Routed metal, one color a layer:
Scale: 6 px per um.
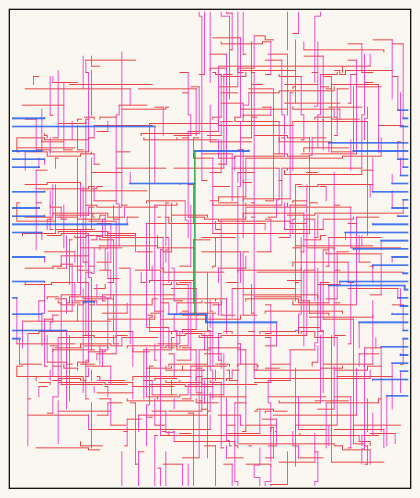
Clock wiring as the flow saved it:
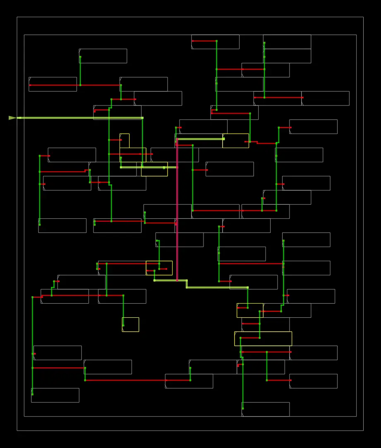
Sequential cells grouped by signal name:
Scale: 6 px per um. Other cells in gray.
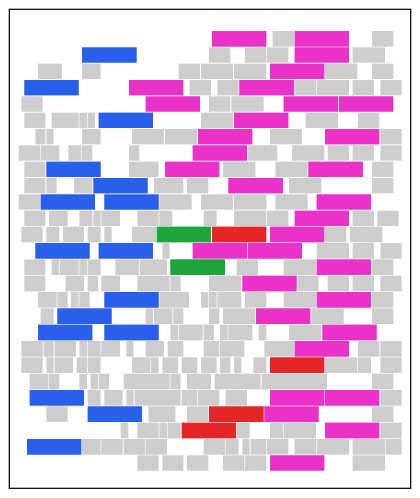
Placement density heat map:
Scale: 4 px per um. 7 x 8 tiles, from white (low) to dark blue (high), 0 to 100% covered.
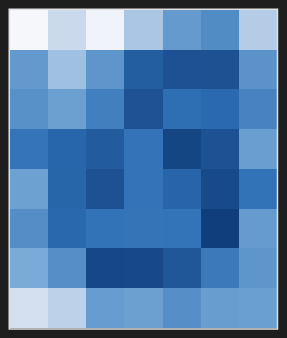
`src/rtl/stream_demux_1xn_pkg.sv`:
```
// Shared constants and helpers for the 1-to-N stream demultiplexer.
package stream_demux_pkg;

  localparam logic MODE_SEL = 1'b0;
  localparam logic MODE_RR  = 1'b1;

  // Select width for a channel count; never returns 0 so a 1-bit select always exists.
  function automatic int unsigned clog2(input int unsigned v);
    int unsigned r;
    r = 1;
    for (int unsigned i = 1; i < 32; i++) begin
      if ((32'd1 << i) < v) r = i + 1;
    end
    return r;
  endfunction

endpackage

```
`src/rtl/stream_demux_1xn_slot.sv`:
```
// One-entry valid/ready holding register for a single demux output channel.
module demux_slot #(
  parameter int unsigned DW = 8
)(
  input  logic          clk,
  input  logic          rst_n,
  input  logic          load,
  input  logic [DW-1:0] d,
  input  logic          ready,
  output logic          valid,
  output logic [DW-1:0] q,
  output logic          free
);

  // A slot being drained this cycle can take a new beat in the same cycle.
  assign free = ~valid | ready;

  always_ff @(posedge clk or negedge rst_n) begin
    if (!rst_n) begin
      valid <= 1'b0;
      q     <= '0;
    end else if (load) begin
      valid <= 1'b1;
      q     <= d;
    end else if (ready) begin
      valid <= 1'b0;
    end
  end

endmodule

```
`src/rtl/stream_demux_1xn.sv`:
```
// Registered 1-to-N stream demux: explicit-select or round-robin routing into per-channel slots.
module stream_demux_1xn
  import stream_demux_pkg::*;
#(
  parameter int unsigned DW    = 8,
  parameter int unsigned N     = 4,
  parameter int unsigned SEL_W = clog2(N),
  parameter int unsigned CNT_W = 16
)(
  input  logic              clk,
  input  logic              rst_n,
  input  logic              enable,
  input  logic              mode,
  input  logic              in_valid,
  output logic              in_ready,
  input  logic [DW-1:0]     in_data,
  input  logic [SEL_W-1:0]  in_sel,
  output logic [N-1:0]      out_valid,
  input  logic [N-1:0]      out_ready,
  output logic [N*DW-1:0]   out_data,
  output logic [SEL_W-1:0]  cur_ptr,
  output logic              sel_err,
  output logic [CNT_W-1:0]  accept_cnt
);

  localparam logic [SEL_W:0]   N_LIM   = (SEL_W+1)'(N);
  localparam logic [SEL_W-1:0] PTR_MAX = SEL_W'(N - 1);

  logic [N-1:0]     slot_free;
  logic [N-1:0]     slot_load;
  logic [SEL_W-1:0] tgt;
  logic             tgt_ok;
  logic             tgt_free;
  logic             xfer;

  assign tgt    = (mode == MODE_RR) ? cur_ptr : in_sel;
  assign tgt_ok = ({1'b0, tgt} < N_LIM);

  always_comb begin
    tgt_free = 1'b0;
    for (int unsigned k = 0; k < N; k++) begin
      if (tgt == SEL_W'(k)) tgt_free = slot_free[k];
    end
  end

  // Out-of-range targets are always accepted so the beat can be discarded.
  assign in_ready = rst_n & enable & (~tgt_ok | tgt_free);
  assign xfer     = in_valid & in_ready;

  always_comb begin
    slot_load = '0;
    for (int unsigned k = 0; k < N; k++) begin
      slot_load[k] = xfer & tgt_ok & (tgt == SEL_W'(k));
    end
  end

  for (genvar k = 0; k < N; k++) begin : g_slot
    demux_slot #(.DW(DW)) u_slot (
      .clk   (clk),
      .rst_n (rst_n),
      .load  (slot_load[k]),
      .d     (in_data),
      .ready (out_ready[k]),
      .valid (out_valid[k]),
      .q     (out_data[k*DW +: DW]),
      .free  (slot_free[k])
    );
  end

  always_ff @(posedge clk or negedge rst_n) begin
    if (!rst_n) begin
      cur_ptr    <= '0;
      sel_err    <= 1'b0;
      accept_cnt <= '0;
    end else begin
      sel_err <= xfer & ~tgt_ok;
      if (xfer & tgt_ok) accept_cnt <= accept_cnt + CNT_W'(1);
      if (xfer && (mode == MODE_RR)) cur_ptr <= (cur_ptr == PTR_MAX) ? '0 : cur_ptr + SEL_W'(1);
    end
  end

endmodule
```
`config.mk`:
```
export PLATFORM = sky130hd
export DESIGN_NAME = stream_demux_1xn
export DESIGN_NICKNAME = d
export VERILOG_FILES = /design/src/rtl/stream_demux_1xn_pkg.sv /design/src/rtl/stream_demux_1xn_slot.sv /design/src/rtl/stream_demux_1xn.sv
export SDC_FILE = /design/constraint.sdc
export NUM_CORES = 1
export LEC_CHECK = 0
export CORE_ASPECT_RATIO = 1.2
export CORE_UTILIZATION = 51
export CTS_CLUSTER_DIAMETER = 100
export DETAILED_ROUTE_END_ITERATION = 12
export GPL_TIMING_DRIVEN = 0
export PLACE_DENSITY = 0.85
export SLEW_MARGIN = 20
export SYNTH_ARGS = -nofsm -noshare
export SYNTH_HDL_FRONTEND = slang
export SYNTH_HIERARCHICAL = 1
export SYNTH_SLANG_ARGS = --single-unit
```
`constraint.sdc`:
```
create_clock -name clk -period 5.9 [get_ports clk]
set_clock_uncertainty 0.15 [all_clocks]
set_input_delay 0.59 -clock clk [delete_from_list [all_inputs] [get_ports clk]]
set_output_delay 0.59 -clock clk [all_outputs]
set_load 0.05 [all_outputs]
```
==> notes.md <==
run metrics: synthesis area per yosys 2559 sq um, CTS H-tree lvls 2, Rel. slew slack 0.5450, initial antenna violation count 0, num ports 75, post-cts resize count 0, Net Count, Synth 208, crit-path max FO 10, Min Clock Period, post-route 3.489 ns, critical path endpoint category output pin, Hold Fails Final Rpt 0, Cell Area, Synth 2559 sq um, Chip Width 66.66 um, Critical Path Start Type primary input, tool warning count 26, sequential fraction of the synthesis area 0.5281, share of layout cells above drive strength 1 0.2127, critical path class primary input to output pin, TritonRoute pass-1 iters 4, Final Cell Area 3472 sq um, CTS tree done, count of input and output buffers 73, CTS root buffer clkbuf_8, Mapped Cells 187, Worst-path clk slew 0.09 ns, Placed Area 3359 sq um, # setup viols final 0, status completed, clock sink total 54, DP Wirelength 3.831 mm, chip area 5305 sq um, post-CTS setup buffer count 0, Slew Limit Fails 0, Worst R2R Path Depth 7, max-cap violations 0, register bit total from synthesis 54, hold slack 0.1581 ns, Least-Margin Pin Slew 0.6825 ns, # hold bufs at CTS 0, Max clock buf depth 2, floorplan core density 0.5449, Post-layout nets 288, Rows 27, Core ar. 4696 sq um, pin count of the biggest net entering global routing 56
## Picture notes: 'routed metal, one color a layer'
red -> met1  # wire length 2390 um
green -> met4  # wire length 27.2 um
blue -> met3  # wire length 289 um
magenta -> met2  # wire length 2650 um

## Picture notes: 'clock wiring as the flow saved it'
clk pwr: 0.247 mW
CLK BUF: 5

## Picture notes: 'sequential cells grouped by signal name'
magenta -> g_slot.u_slot/q  # sequential cells 32
blue -> accept_cnt  # sequential cells 16
green -> cur_ptr  # sequential cells 2
red -> g_slot.u_slot/valid  # sequential cells 4, where bottom middle

## Picture notes: 'placement density heat map'
tiles over 75% full = 32%
mean over tiles = 64%
emptiest ninth of the die = top left
fullest tile = 94%

==> routing by layer <==
| metal | vias up | wire [um] | global-route usage |
|---|---|---|---|
| met1 | 839 | 2394 | 0.2957 |
| met4 | 0 | 27 | 0.04468 |
| met2 | 57 | 2650 | 0.3525 |
| li1 | 805 | - | - |
| met5 | - | 0 | 0 |
| met3 | 3 | 288 | 0.04714 |
==> registers in the layout, summed over array words and instances (netlist names) <==
signal / count
cur_ptr: 2
g_slot.u_slot/valid: 4
g_slot.u_slot/q: 32
accept_cnt: 16
==> critical path: stages <==
cell             delay [ns]
clkdlybuf4s50_1        0.53
buf_4                  0.20
nor2_1                 0.09
a31oi_4                0.23
nand3_1                0.16
nor2_1                 0.14
clkdlybuf4s50_1        0.81
==> Yosys cell counts <==
library cell / instances / area, sq um
a21o_1: 1 / 7.510
a21oi_1: 3 / 15.01
a31oi_4: 2 / 42.54
a32oi_1: 1 / 8.760
and2b_1: 1 / 7.510
and3_1: 1 / 6.260
and4bb_1: 1 / 12.51
buf_4: 2 / 15.01
buf_6: 5 / 56.30
conb_1: 1 / 3.750
dfrtp_1: 54 / 1351
ha_1: 2 / 25.02
inv_1: 9 / 33.78
mux2_1: 1 / 11.26
mux2_2: 1 / 11.26
mux2_4: 34 / 510.5
nand2_1: 6 / 22.52
nand2b_1: 8 / 50.05
nand3_1: 7 / 35.03
nand3b_1: 1 / 7.510
nand4_1: 2 / 12.51
nand4_4: 1 / 21.27
nor2_1: 10 / 37.54
nor3_1: 6 / 30.03
nor3_2: 1 / 10.01
nor3b_1: 1 / 7.510
nor4_1: 6 / 37.54
o311a_2: 1 / 11.26
o31ai_1: 1 / 7.510
or2_4: 1 / 8.760
or4b_1: 1 / 10.01
xnor2_1: 5 / 43.79
xor2_1: 10 / 87.58
==> logic make-up after synthesis <==
| logic type | share of synthesized area |
|---|---|
| multiplexers | 0.2083 |
| flip-flops | 0.5281 |
| other | 0.001466 |
| XOR/XNOR | 0.05134 |
| adder cells (fa/ha/maj) | 0.009778 |
| AND-OR/OR-AND | 0.03619 |
| buffers and inverters | 0.04107 |
| AND/OR/NAND/NOR | 0.1237 |
==> final cells by class <==
type | instances | area [sq um]
flip-flops and latches | 54 | 1351
fillers | 332 | 1224
multi-input cells | 117 | 1102
repair buffers | 73 | 728.2
well taps | 58 | 72.57
plain buffers | 7 | 71.32
clock buffers | 5 | 68.82
clock inverters | 3 | 43.79
inverters | 9 | 33.78
==> cells in the final DEF, fill, tap and decap left out, types with 2 or more instances in the layout <==
cell type,netlist,routed
a21oi_1,3,3
a31oi_4,2,2
buf_4,2,3
buf_6,5,5
clkbuf_8,0,5
clkdlybuf4s50_1,0,72
dfrtp_1,54,54
ha_1,2,2
inv_1,9,9
mux2_4,34,34
nand2_1,6,6
nand2b_1,8,8
nand3_1,7,7
nand4_1,2,2
nor2_1,10,10
nor3_1,6,6
nor4_1,6,6
xnor2_1,5,5
xor2_1,10,10
==> where the power goes <==
| part | switching [mW] | leakage, nW | internal [mW] |
|---|---|---|---|
| sequential | 0.114 | 0.666 | 0.508 |
| combinational | 0.647 | 0.836 | 0.419 |
| clock | 0.120 | 0.0585 | 0.127 |
| total | 0.881 | 1.56 | 1.05 |
No activity file was given, so power comes from the tool's default toggle rates.
